==> config.mk <==
export PLATFORM = sky130hd
export DESIGN_NAME = div_iter
export DESIGN_NICKNAME = d
export VERILOG_FILES = /design/src/rtl/div_iter.sv
export SDC_FILE = /design/constraint.sdc
export NUM_CORES = 1
export LEC_CHECK = 0
export ABC_AREA = 0
export CAP_MARGIN = 20
export CELL_PAD_IN_SITES_DETAIL_PLACEMENT = 1
export CELL_PAD_IN_SITES_GLOBAL_PLACEMENT = 1
export CORE_UTILIZATION = 46
export CTS_BUF_LIST = sky130_fd_sc_hd__clkbuf_8 sky130_fd_sc_hd__clkbuf_16
export DETAILED_ROUTE_END_ITERATION = 16
export GPL_TIMING_DRIVEN = 0
export HOLD_SLACK_MARGIN = 0.1
export PLACE_DENSITY = 0.9
export SETUP_SLACK_MARGIN = 0.2
export SLEW_MARGIN = 15
export SYNTH_ARGS = -nofsm -noshare
export SYNTH_HDL_FRONTEND = slang
export SYNTH_SLANG_ARGS = --single-unit
==> constraint.sdc <==
create_clock -name clk -period 4.08 [get_ports clk]
set_input_delay 0.816 -clock clk [delete_from_list [all_inputs] [get_ports clk]]
set_output_delay 0.816 -clock clk [all_outputs]
set_load 0.005 [all_outputs]
### Where the registers sit, run 1

Bar = 50 um. Other sequential cells in the stronger gray, the rest of the logic in the fainter gray.
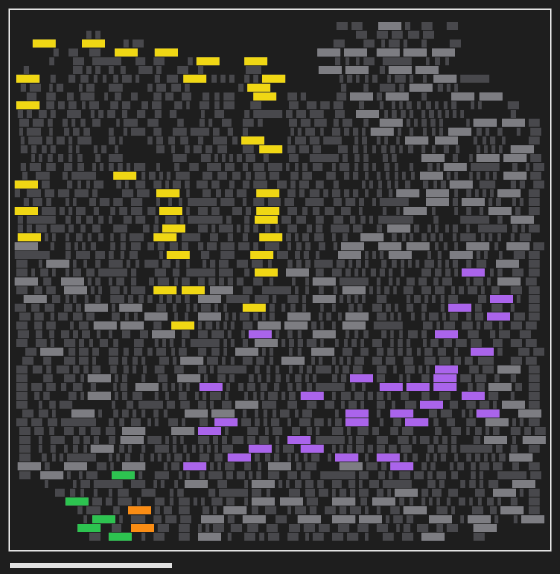
quo_reg: drawn in purple, placed flops 32. state_reg: drawn in orange, placed flops 2. count_reg: drawn in green, placed flops 5, where south-west. rem_reg: drawn in yellow, placed flops 33.
Another 132 sequential cells are not colored.
Storage cell area: 4080 sq um
end-of-flow core utilization: 57.5%
sequential cell area share: 27.0%
Seq. pwr: 0.00327 W

### Cell placement, run 1

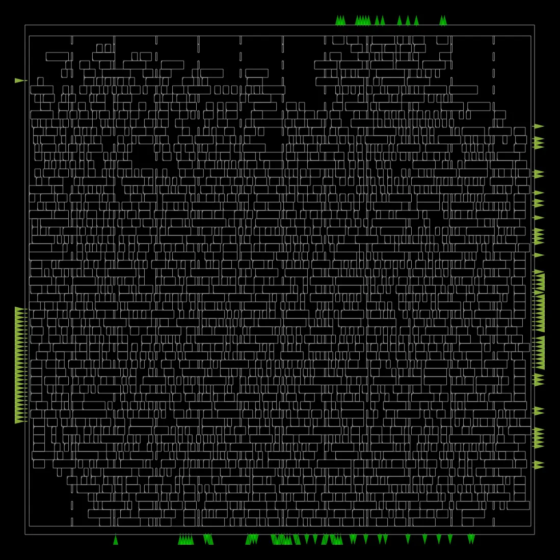
Core Region: 26,400 sq um
non-filler cells, final: 2,123
row cnt: 59
registers: 204

### Clock distribution, run 1

Bar = 50 um.
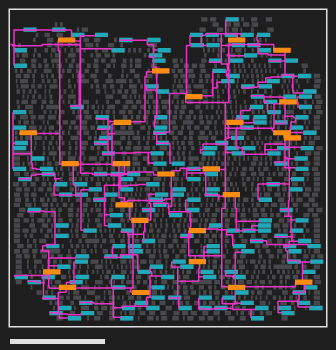
clock wires: drawn in magenta, length 3,020 um. flip-flops: drawn in cyan, count 204. cells driving clock nets: drawn in orange, count 25.
There are 26 routed clock nets.
Latency at later pin: 0.53 ns
clock share of power: 17.6%
Clock Power: 0.00246 W

==> results.toml, run 1 <==
# physical design summary
[drt]
dr.pass1.iters = 5
first_iter_violations = 1000
num_vias = 13000
final_antenna_net_count = 0
route.detailed.wl_per_inst_um = 21.9
drc = 0
detail_route.vias_per_cell = 6.11

[cells_and_area]
nonClockBufferCount = 239
inverters_excl_clock = 58
finalNetCount = 1882
logic_area_sq_um = 7760
num-multi-input-gates = 1242
n_antenna_cell = 0
nClkBuffers = 31
nFillCells = 3250
comb_area_share_pct = 51.3
layout.cells.most_common = "nand2_1"
drive_gt1_share_pct = 4.42
largest_reg_flops = 33
layout_top_cells = "218 x nand2_1, 204 x dfxtp_1, 156 x nor2_1, 145 x a21oi_1, 133 x clkdlybuf4s50_1"
area_share_clock_buf_inv_pct = 5.97
area_delta_synth_final_pct = 21.3
largest_class = "logic gates"
buf_share_pct = 11.6

[critical_path]
ff2ff_setup_slack_ns = 0.76
r2r_cells = 11
cp_max_fo = 5
end_kind = "flip-flop"
crit_family = "AND-OR/OR-AND gates"
crit_required_ns = 4.47
cp.depth = 11
worst_path_max_delay_cell = "o41ai_1"
worstPathCellList = "inv_1 > ha_1 > a21o_1 > or3_1 > o21ba_2 > a21oi_4 > o21ai_1 > o31ai_4 > nor3_1 > o41ai_1 > a31oi_1"
crit_type = "flip-flop to flip-flop"
worst-path-buf-inv = 1
arrival_ns = 3.71
slowest_delay_ns = 0.54

[logic_synthesis]
async_flop_share_pct = 0
ys_seq_share_pct = 32.7
yosys_cells = 1610
yosys.area_share.aoi_pct = 23.8
synthDistinctLibCells = 78
ys_chip_area_sq_um = 12500
synth_area_sq_um = 12500
syn-num-nets = 1722
synth-edff-count = 0
synth_simple_gate_area_share_pct = 18.8
synthAdderAreaFrac_pct = 4.47
largest_area_cell = "dfxtp_1"
common_cells = "218 x nand2_1, 204 x dfxtp_1, 156 x nor2_1"
syn_inst = 1610
synth-main-ff-cell = "dfxtp_1"
yosys_warnings = 0
post-synth-top-count-cell = "nand2_1"
top_logic_kind = "AND-OR/OR-AND gates"
ys_ff = 204
synth_xor_xnor_area_share_pct = 10.3
yosysTopAreaCellShare_pct = 32.7

[sta]
setup-tns-final_ns = 0
finClkSkew_ns = 0.0161
min_period_ns = 3.32
slew_headroom_pct = 38.7
clock.fmax_mhz = 301
rsz0062_at_grt = "no"
hold_viol = 0
setup_viol_count_final = 0
min_period_over_period_pct = 81.4
tightest_slew_ns = 0.916

[pwr]
powerDensity_nw_per_um2 = 923
ir_worst_vdd_uv = 680

[run_status]
outcome = "finished, final reports clean"

[floorplan]
die_h_um = 167
dieArea_sq_um = 27800
tap_cells = 335
die_w_um = 167
io_pins = 135

[grt]
antenna_found_initial = 0
grt_first_pass_wirelength_mm = 73.3
grt_usage_pct = 33.2
grt_pass1_vias = 13600
grt_max_degree = 13

[clock_tree]
path_clk_slew_ns = 0.06
clock-root-buffer = "clkbuf_16"
cts_tree = "built"
cts_setup_buffers = 0
cts-buffers-inserted = 25
cts_max_level = 1

[placed_design]
gp_congestion = 0.916
dp_hpwl_mm = 35.3

[worst_hold_path]
min_path_type = "flip-flop to flip-flop"

[run]
max-cap-violations = 0
openroad.warnings = 30
==> run 1: through the flow <==
| step | cell area, sq um | total power, W | worst slack (ns) | instances |
|---|---|---|---|---|
| final | 15100 | 0.0140 | 0.761 | 2123 |
| after global routing | 15100 | 0.0149 | 0.568 | 2123 |
| after CTS | 15100 | 0.0139 | 0.824 | 2123 |
| after detailed placement | 14200 | 0.0113 | 0.409 | 2078 |
| after global placement | 14200 | 0.0109 | 0.496 | 2078 |
| after floorplan | 12500 | 0.00896 | 1.22 | 1610 |
==> run 1: routing by layer <==
metal  wire length, um  GRT usage [%]
met5                 0              0
met4              2430           16.9
met3              2860           4.40
met2             22200           57.5
met1             19000           40.2
==> run 1: where the power goes <==
part	internal [W]	switching (W)
clock network	0.00154	0.000926
registers	0.00255	0.000724
logic	0.00332	0.00493
total	0.00741	0.00658
==> inputs of run 2 (changes only) <==
CORE_UTILIZATION = 38   (was 46)
PLACE_DENSITY = 0.79   (was 0.9)
clock period = 2.8 ns   (was 4.08 ns; I/O delays follow)
==> run 2 against run 1 <==
Effect of this change:
- the run now ends with setup timing left
- clock power rose by 51%
- sequential share of layout area fell by 2.4 points
- clock skew rose by 0.020 ns
- first-iteration DRC count fell by 17%
- synthesized area did not move
- power rose by 83%
- wire length rose by 12%
- setup slack got worse by 0.89 ns
==> results.toml, run 2 <==
# physical design summary
[pwr]
p_comb_w = 0.0169
switching_share_pct = 46.3
powerDensity_nw_per_um2 = 1510
p_int_w = 0.0137
ir_worst_vdd_uv = 968
seqPwrFrac_pct = 19.2
top_power_group = "combinational cells"
total_power_w = 0.0255

[placed_design]
dp_hpwl_mm = 35.4
dp_cells = 2185
gp_congestion = 0.907
dpl_worst_slack_ns = -0.714
placed_cell_area_sq_um = 14400

[clock_tree]
clock-root-buffer = "clkbuf_16"
path_clk_slew_ns = 0.07
cts-buffers-inserted = 25
cts_tree = "built"

[logic_synthesis]
yosysTopAreaCellShare_pct = 32.7
synth-edff-count = 0
syn-num-nets = 1722
syn_inst = 1610
post-synth-top-count-cell = "nand2_1"
synth_simple_gate_area_share_pct = 18.8
common_cells = "218 x nand2_1, 204 x dfxtp_1, 156 x nor2_1"
synthAdderAreaFrac_pct = 4.47
yosys_warnings = 0
async_flop_share_pct = 0
yosys_cells = 1610
synth_area_sq_um = 12500
ys_chip_area_sq_um = 12500
largest_area_cell = "dfxtp_1"
synth-main-ff-cell = "dfxtp_1"
synth_xor_xnor_area_share_pct = 10.3

[run]
max-cap-violations = 0
openroad.warnings = 33

[grt]
grt_usage_pct = 29.0
busiest_layer = "met2"
gr-usage-met1_pct = 34.3
grt_util_met3_pct = 3.63

[drt]
met3_wirelength_mm = 2.72
route.detailed.wl_per_inst_um = 22.7
wl_met1_mm = 20.8
drc = 0
final_antenna_net_count = 0
num_vias = 13500
highest_layer = "met4"
detail_route.vias_per_cell = 5.88

[critical_path]
cp.depth = 12
ff2ff_setup_slack_ns = -0.13
crit_family = "buffers and inverters"
end_kind = "flip-flop"
worst_path_max_delay_cell = "or3_4"
worstPathCellList = "inv_1 > ha_1 > clkbuf_4 > nand4_1 > or3_4 > o211ai_4 > a31oi_4 > xnor2_2 > buf_6 > buf_12 > mux2i_4 > a21oi_2"
r2r_cells = 12
arrival_ns = 3.34
cp_max_fo = 7
worst-path-buf-inv = 4

[sta]
min_period_ns = 2.93
setup_viol_count_final = 19
setup-tns-final_ns = -0.666
min_period_over_period_pct = 105
tightest_slew_ns = 1.05
layout_setup_ws_ns = -0.132
hold_viol = 0

[cells_and_area]
area_delta_synth_final_pct = 35.3
drive_gt1_share_pct = 17.2
layout.cells.most_common = "nand2_1"
n_antenna_cell = 0
largest_reg_flops = 33
layout_top_cells = "214 x nand2_1, 170 x dfxtp_1, 153 x nor2_1, 124 x a21oi_1, 110 x clkdlybuf4s50_1"
finalNetCount = 1942

[floorplan]
dieArea_sq_um = 33600
die_w_um = 183
die_h_um = 183
coreArea_sq_um = 32500

[run_status]
outcome = "finished with violations"
violations = "setup timing"

[worst_hold_path]
min_path_type = "input pin to flip-flop"
## run 2: cell types whose count changed in the layout (fill, tap and decap cells not counted), sizes merged
| cell | previous run | this run |
|---|---|---|
| dlymetal6s2s | 0 | 15 |
| inv | 63 | 59 |
| clkinvlp | 1 | 7 |
| bufinv | 5 | 6 |
| clkbuf | 121 | 115 |
| dlygate4sd2 | 0 | 8 |
| buf | 16 | 77 |
| clkdlybuf4s50 | 133 | 110 |
| clkinv | 3 | 5 |
## run 2: final cells by class
type	count	area, sq um	area share (%)
Tap cell	442	553	3.27
Sequential cell	204	4150	24.6
Inverter	58	220	1.30
Timing Repair Buffer	193	1920	11.4
Clock inverter	19	285	1.69
Multi-Input combinational cell	1242	8600	50.9
Clock buffer	26	639	3.78
Buffer	106	531	3.14
### Where the registers sit, run 2

Bar = 50 um. Other sequential cells in the stronger gray, the rest of the logic in the fainter gray.
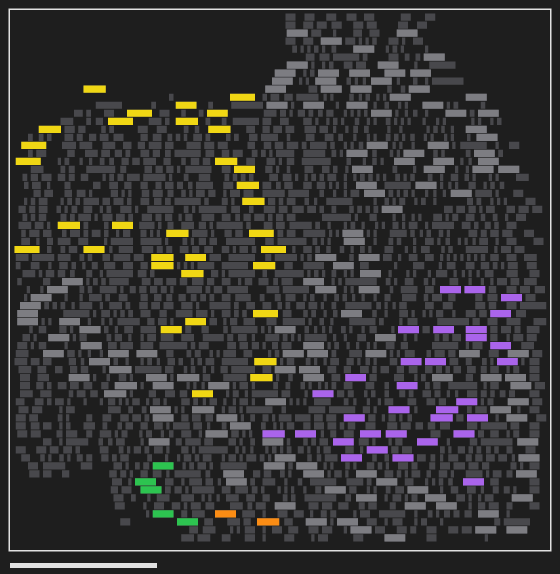
state_reg: drawn in orange, placed flops 2. quo_reg: drawn in purple, placed flops 32, where south-east. count_reg: drawn in green, placed flops 5. rem_reg: drawn in yellow, placed flops 33.
Seq. pwr: 0.00491 W
sequential cell area share: 24.6%
Storage cell area: 4150 sq um

### Cell placement, run 2

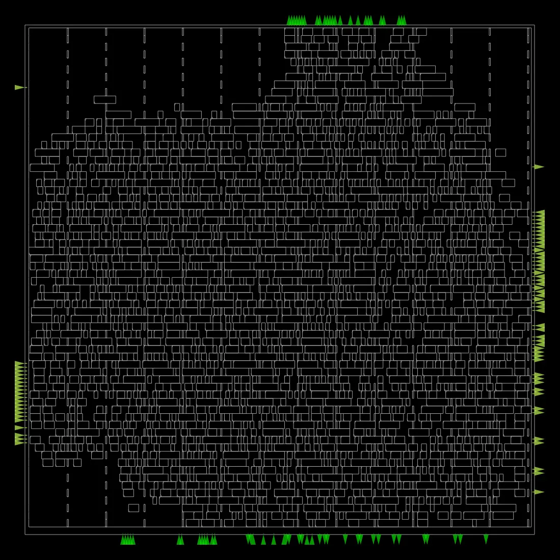
end-of-flow core utilization: 52.1%
Well-Tap Cells: 442
non-filler cells, final: 2,290
row cnt: 66

### Clock distribution, run 2

Bar = 50 um.
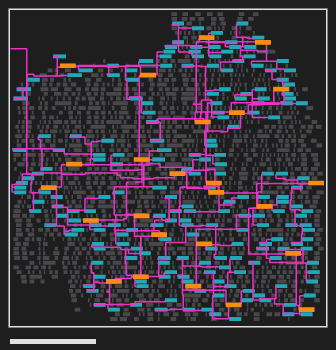
skew final: 0.0362 ns
Clock Power: 0.00371 W

No activity file was given, so power comes from the tool's default toggle rates.
